### src/rtl/alu_exec_pkg.sv
`default_nettype none
// ============================================================================
// Module      : alu_exec_pkg
// Description : Shared opcodes, FSM state type and result-entry layout for
//               the ALU execution unit and its result FIFO.
//               Optional macro ALU_OVF_EN adds a signed-overflow bit to the
//               result entry.
// Revision    : 1.0 - initial release
// ============================================================================
package alu_exec_pkg;

    // Natural datapath width; the result-entry layout is built on it
    localparam int ALU_W = 16;

    localparam logic [2:0] OP_ADD = 3'b000;
    localparam logic [2:0] OP_SUB = 3'b001;
    localparam logic [2:0] OP_AND = 3'b010;
    localparam logic [2:0] OP_OR  = 3'b011;
    localparam logic [2:0] OP_XOR = 3'b100;
    localparam logic [2:0] OP_NOT = 3'b101;
    localparam logic [2:0] OP_SLT = 3'b110;
    localparam logic [2:0] OP_MUL = 3'b111;

    typedef enum logic [0:0] {
        S_IDLE = 1'b0,
        S_MUL  = 1'b1
    } alu_state_e;

    typedef struct packed {
        logic [ALU_W-1:0] w;
        logic             zer;
        logic             neg;
`ifdef ALU_OVF_EN
        logic             ovf;
`endif
    } alu_entry_t;

endpackage
`default_nettype wire

### src/rtl/alu_result_fifo.sv
`default_nettype none
// ============================================================================
// Module      : alu_result_fifo
// Description : Synchronous FIFO for ALU result entries. Occupancy counter
//               drives full/empty; the head reads as zero while empty.
// Revision    : 1.0 - initial release
// ============================================================================
module alu_result_fifo #(
    parameter int DW    = 18,
    parameter int DEPTH = 4
) (
    input  logic          clk,
    input  logic          rst,
    input  logic          push_i,
    input  logic [DW-1:0] push_data_i,
    input  logic          pop_i,
    output logic [DW-1:0] head_o,
    output logic          full_o,
    output logic          empty_o
);
    localparam int AW   = (DEPTH > 1) ? $clog2(DEPTH) : 1;
    localparam int CNTW = $clog2(DEPTH + 1);

    logic [DW-1:0]   mem_q [DEPTH];
    logic [AW-1:0]   wr_ptr_q;
    logic [AW-1:0]   rd_ptr_q;
    logic [CNTW-1:0] count_q;
    logic            do_push;
    logic            do_pop;

    assign full_o  = (count_q == CNTW'(DEPTH));
    assign empty_o = (count_q == '0);
    assign do_push = push_i && !full_o;
    assign do_pop  = pop_i && !empty_o;

    // Pointers wrap naturally because DEPTH is a power of two
    always_ff @(posedge clk or posedge rst) begin
        if (rst) begin
            wr_ptr_q <= '0;
            rd_ptr_q <= '0;
            count_q  <= '0;
        end else begin
            if (do_push) wr_ptr_q <= wr_ptr_q + 1'b1;
            if (do_pop)  rd_ptr_q <= rd_ptr_q + 1'b1;
            case ({do_push, do_pop})
                2'b10:   count_q <= count_q + 1'b1;
                2'b01:   count_q <= count_q - 1'b1;
                default: count_q <= count_q;
            endcase
        end
    end

    // Storage needs no reset: entries are only visible through the counter
    always_ff @(posedge clk) begin
        if (do_push) mem_q[wr_ptr_q] <= push_data_i;
    end

    assign head_o = empty_o ? '0 : mem_q[rd_ptr_q];

endmodule
`default_nettype wire

### src/rtl/alu_exec_unit.sv
`default_nettype none
// ============================================================================
// Module      : alu_exec_unit
// Description : Handshaked ALU execution wrapper. Single-cycle ops push their
//               result at the accept edge; MUL runs a W-step shift-add loop.
//               Results return in order through a small FIFO.
//               Optional macro ALU_OVF_EN adds rsp_ovf (signed overflow of
//               ADD/SUB, stored per entry).
// Revision    : 1.0 - initial release
// ============================================================================
module alu_exec_unit
    import alu_exec_pkg::*;
#(
    parameter int W     = ALU_W,
    parameter int DEPTH = 4
) (
    input  logic         clk,
    input  logic         rst,
    input  logic         req_valid,
    output logic         req_ready,
    input  logic [2:0]   req_opc,
    input  logic [W-1:0] req_a,
    input  logic [W-1:0] req_b,
    input  logic         req_cin,
    output logic         rsp_valid,
    input  logic         rsp_ready,
    output logic [W-1:0] rsp_w,
    output logic         rsp_zer,
    output logic         rsp_neg
`ifdef ALU_OVF_EN
    ,
    output logic         rsp_ovf
`endif
);
    localparam int CW = $clog2(W) + 1;
    localparam int EW = $bits(alu_entry_t);

    alu_state_e    state_q;
    logic [W-1:0]  mul_a_q;
    logic [W-1:0]  mul_b_q;
    logic [W-1:0]  acc_q;
    logic [W-1:0]  acc_d;
    logic [CW-1:0] cnt_q;

    logic          fifo_full;
    logic          fifo_empty;
    logic          accept;
    logic          mul_done;
    logic          push;
    logic          pop;
    logic [W-1:0]  alu_w;
    logic [W-1:0]  push_w;
    alu_entry_t    push_entry;
    alu_entry_t    head_entry;
    logic [EW-1:0] head_vec;

    // Ready looks only at registered state, never at rsp_ready
    assign req_ready = !rst && (state_q == S_IDLE) && !fifo_full;
    assign accept    = req_valid && req_ready;
    assign mul_done  = (state_q == S_MUL) && (cnt_q == CW'(W - 1));
    assign acc_d     = acc_q + (mul_b_q[0] ? mul_a_q : '0);

    // Single-cycle opcode decode; MUL is produced by the iterative loop
    always_comb begin
        alu_w = '0;
        case (req_opc)
            OP_ADD:  alu_w = req_a + req_b + {{(W-1){1'b0}}, req_cin};
            OP_SUB:  alu_w = req_a - req_b - {{(W-1){1'b0}}, req_cin};
            OP_AND:  alu_w = req_a & req_b;
            OP_OR:   alu_w = req_a | req_b;
            OP_XOR:  alu_w = req_a ^ req_b;
            OP_NOT:  alu_w = ~req_a;
            OP_SLT:  alu_w = {{(W-1){1'b0}}, ($signed(req_a) < $signed(req_b))};
            default: alu_w = '0;
        endcase
    end

`ifdef ALU_OVF_EN
    logic [W:0] ovf_sum;
    logic       alu_ovf;

    // One extra sign bit holds the exact ADD/SUB value; overflow when the
    // top two bits disagree
    always_comb begin
        ovf_sum = '0;
        alu_ovf = 1'b0;
        if (req_opc == OP_ADD) begin
            ovf_sum = {req_a[W-1], req_a} + {req_b[W-1], req_b} + {{W{1'b0}}, req_cin};
            alu_ovf = ovf_sum[W] ^ ovf_sum[W-1];
        end else if (req_opc == OP_SUB) begin
            ovf_sum = {req_a[W-1], req_a} - {req_b[W-1], req_b} - {{W{1'b0}}, req_cin};
            alu_ovf = ovf_sum[W] ^ ovf_sum[W-1];
        end
    end
`endif

    // Build the FIFO entry from whichever source pushes this cycle
    always_comb begin
        push_w         = mul_done ? acc_d : alu_w;
        push_entry     = '0;
        push_entry.w   = push_w;
        push_entry.zer = (push_w == '0);
        push_entry.neg = push_w[W-1];
`ifdef ALU_OVF_EN
        push_entry.ovf = !mul_done && alu_ovf;
`endif
    end

    assign push = (accept && (req_opc != OP_MUL)) || mul_done;
    assign pop  = rsp_valid && rsp_ready;

    // Control FSM and shift-add multiplier; reset discards any MUL in flight
    always_ff @(posedge clk or posedge rst) begin
        if (rst) begin
            state_q <= S_IDLE;
            mul_a_q <= '0;
            mul_b_q <= '0;
            acc_q   <= '0;
            cnt_q   <= '0;
        end else begin
            case (state_q)
                S_IDLE: begin
                    if (accept && (req_opc == OP_MUL)) begin
                        mul_a_q <= req_a;
                        mul_b_q <= req_b;
                        acc_q   <= '0;
                        cnt_q   <= '0;
                        state_q <= S_MUL;
                    end
                end
                S_MUL: begin
                    acc_q   <= acc_d;
                    mul_a_q <= mul_a_q << 1;
                    mul_b_q <= mul_b_q >> 1;
                    cnt_q   <= cnt_q + 1'b1;
                    if (mul_done) state_q <= S_IDLE;
                end
                default: state_q <= S_IDLE;
            endcase
        end
    end

    alu_result_fifo #(
        .DW    (EW),
        .DEPTH (DEPTH)
    ) u_fifo (
        .clk         (clk),
        .rst         (rst),
        .push_i      (push),
        .push_data_i (push_entry),
        .pop_i       (pop),
        .head_o      (head_vec),
        .full_o      (fifo_full),
        .empty_o     (fifo_empty)
    );

    assign head_entry = alu_entry_t'(head_vec);
    assign rsp_valid  = !fifo_empty;
    assign rsp_w      = head_entry.w;
    assign rsp_zer    = head_entry.zer;
    assign rsp_neg    = head_entry.neg;
`ifdef ALU_OVF_EN
    assign rsp_ovf    = head_entry.ovf;
`endif

endmodule
`default_nettype wire

### config.mk
export PLATFORM = sky130hd
export DESIGN_NAME = alu_exec_unit
export DESIGN_NICKNAME = d
export VERILOG_FILES = /design/src/rtl/alu_exec_pkg.sv /design/src/rtl/alu_result_fifo.sv /design/src/rtl/alu_exec_unit.sv
export SDC_FILE = /design/constraint.sdc
export NUM_CORES = 1
export LEC_CHECK = 0
export CAP_MARGIN = 20
export CORE_ASPECT_RATIO = 0.7
export CORE_MARGIN = 1
export CORE_UTILIZATION = 39
export CTS_CLUSTER_SIZE = 28
export DETAILED_ROUTE_END_ITERATION = 12
export SYNTH_ARGS = -nofsm -noshare
export SYNTH_HDL_FRONTEND = slang
export SYNTH_SLANG_ARGS = --single-unit
### constraint.sdc
create_clock -name clk -period 6.02 [get_ports clk]
set_clock_uncertainty 0.1 [all_clocks]
set_input_delay 1.204 -clock clk [delete_from_list [all_inputs] [get_ports clk]]
set_output_delay 1.204 -clock clk [all_outputs]
set_load 0.01 [all_outputs]
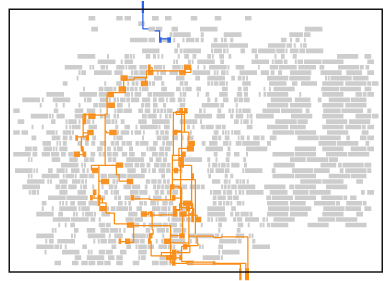
Figure 1: nets reached from selected ports.
(2 px per um)
Key: req_opc = orange [bits 3, direction input, end cells 69, buffers 5, wire 898 um]; rst = blue [bits 1, direction input, end cells 2, buffers 1, wire 24.4 um]

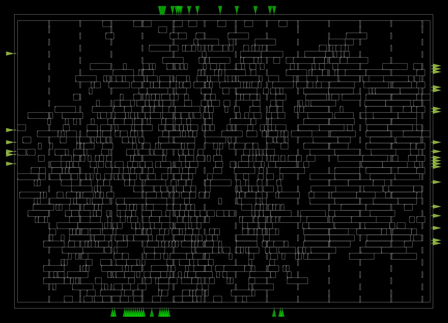
Figure 2: placed standard cells.
total core area: 22900 um^2
Post-Route Utilization: 46.9%
n_taps: 312

==> qor.csv <==
stage;metric;value;unit
final_layout;nets;1124;
worst_setup_path;cp-startpoint;req_a[5];
final_layout;lay_top_cells;126 x nand2_1, 98 x ha_1, 68 x edfxtp_1, 67 x inv_1, 60 x dfrtp_1;
sta;final.period_utilization;86.6;%
detailed_routing;wl_per_cell;19.1;um
detailed_routing;dr.pass1.iters;5;
yosys;top_cell;nand2_1;
yosys;ys_sh_simple;14.8;%
cts;post_cts_buffers;0;
final_layout;final-seq-area;3570;um^2
sta;final-hold-violation-count;0;
floorplanning;floorplan.core_util;40.2;%
detailed_routing;drt_wl_total;24900;um
final_layout;inverters_excl_clock;68;
worst_setup_path;r2r_end;u_fifo.mem_q[0][1]$_DFFE_PP_;
yosys;syn_area;9220;um^2
final_layout;drive_gt1_share;7.25;%
cts;clk_pin_slew;0.06;ns
worst_setup_path;crit_top_cell;ha_1;
power;power;3.86;mW
detailed_routing;postRouteAntennaNets;0;
power;comb_power_share;36.6;%
yosys;yosys.area.top_type;edfxtp_1;
sta;slew_headroom;39.4;%
sta;finalWorstPathRequiredPeriod;5.21;ns
worst_setup_path;crit_end;u_fifo.mem_q[0][1]$_DFFE_PP_;
worst_setup_path;cp.required;6.12;ns
sta;fmax;0.192;GHz
yosys;ys.flop_type;edfxtp_1;
global_route;overflow;0;
worst_setup_path;worst-path-max-fanout;5;
sta;setup_violations;0;
detailed_routing;top_layer;met4;
worst_setup_path;crit_slowest_cell;clkdlybuf4s50_1;
global_route;grt-busiest-layer;met1;
detailed_routing;vias;7108;
final_layout;fin_cells;1305;
cts;ctsLongestPathBuffers;2;
worst_setup_path;cp_num_cells;12;
yosys;syn_avg_cell_area;9.83;um^2
yosys;synthAoiAreaFrac;17.2;%
cts;cts_root_buffer;clkbuf_16;
hold_path;hold_path_class;reg2reg;
final_layout;nClkBuffers;21;
yosys;synth-edff-count;68;
final_layout;bufAreaShareNonClock;6.44;%
floorplanning;die_area;24300;um^2
yosys;postSynthSeqShare;38.7;%
detailed_routing;wl_met1;12600;um
worst_setup_path;crit_type;in2reg;
global_route;grt_pass1_vias;6860;
detailed_routing;initialDrtViolationCount;471;
placement;gp_congestion;0.860;
yosys;synth-async-reset-ratio;47.3;%
cts;cts_tree;done;
worst_setup_path;start_kind;input pin;
outcome;status;completed;
worst_setup_path;crit_family;simple AND/OR/NAND/NOR gates;
placement;dpl.cell_count;1273;
global_route;met1_usage;32.7;%
power;swShare;35.1;%
worst_setup_path;crit_chain;clkdlybuf4s50_1 -> inv_1 -> ha_1 -> ha_1 -> nor4_1 -> nand3_1 -> a41o_1 -> xor2_1 -> a211o_1 -> o32a_1 -> or4b_1 -> nor4b_2;
power;cellPowerDensity;359;nW/um^2
sta;report.final.slew_viol_count;0;
power;switchingPower;1.35;mW
worst_setup_path;cp.arrival;5.31;ns
hold_path;min_to;mul_b_q[6]$_DFFE_PP0P_;
worst_setup_path;endpoint_kind;flop;
global_route;grt.met3_usage;4.66;%
worst_setup_path;reg2reg_from;cnt_q[0]$_DFFE_PP0P_;
cts;cts-resized-gates;0;
placement;io_buffers;59;
final_layout;nMultiInputCombCells;691;
final_layout;nNonClkBuffers;73;
final_layout;area_delta_synth_final;16.5;%
yosys;synth_cell_types;69;
global_route;track_usage;21.9;%
power;clk-power;1.14;mW
placement;place_ws;0.364;ns
run;max_cap_viol_count;0;
yosys;topCellsByArea;edfxtp_1 22%, dfrtp_1 17%, ha_1 13%;
sta;final.setup.worst_slack;0.809;ns
sta;setup_tns;0;ns
worst_setup_path;max_stage_delay;0.61;ns
power;seq-power;1.31;mW
yosys;syn_inst;937;
worst_setup_path;cp.buffers_inverters;2;
detailed_routing;dr_wl_met2;10300;um
power;p_leak;4.68;nW
floorplanning;chipHeight;131;um
global_route;grt_max_degree;62;
power;p_int;2.50;mW
final_layout;sh_seq_area;33.3;%
floorplanning;io_pins;60;
sta;rsz0062_at_grt;false;
yosys;mux_share;5.78;%
cts;clock_latency;0.43;ns
global_route;antenna_found_initial;1;
yosys;synth_flops;129;
power;peakVddDrop;0.000202;V
final_layout;comb_area;5190;um^2
run;tool_warnings;76;
worst_setup_path;rrSetupSlack;1.75;ns
yosys;adder_share;14.6;%
global_route;grt_pass1_wl;39700;um
cts;holdBufCountCts;0;
floorplanning;rows;46;
power;comb-power;1.41;mW
placement;post-dp-hpwl;18400;um
power;power_leader;combinational logic;
yosys;synth_xor_xnor_area_share;3.90;%
worst_setup_path;r2r_cells;12;
hold_path;hold_depth;2;
yosys;synth_chip_area;9220;um^2
sta;worst_pin_slew;0.908;ns
final_layout;n_antenna_cell;0;
global_route;grt.met2_usage;31.6;%
final_layout;clk_share;5.93;%
floorplanning;fp.dieW;186;um
yosys;synth.net_count;1081;
final_layout;layout_top_cell;nand2_1;
flip-flops by register name, indices dropped and copies added (netlist names):
signal,count
acc_q,16
cnt_q,5
mul_a_q,16
mul_b_q,16
state_q,1
u_fifo.count_q,3
u_fifo.mem_q,68
u_fifo.rd_ptr_q,2
u_fifo.wr_ptr_q,2
cells by family (layout without fill, tap and decap cells):
| group | count (synthesis) | in the layout |
|---|---|---|
| mux | 32 | 32 |
| xor+xnor | 41 | 41 |
| simple gates | 282 | 282 |
| compound gates | 232 | 232 |
| buf+inv | 117 | 173 |
| fa+ha+maj | 104 | 104 |
| flops | 129 | 129 |
metrics by stage:
step	util, %	area (um^2)
after floorplan	-	9220
after global placement	44.1	10100
after detailed placement	44.1	10100
after CTS	46.9	10700
after global routing	46.9	10700
final	46.9	10700
Power figures rest on the tool's default switching activity, not on a simulated workload.
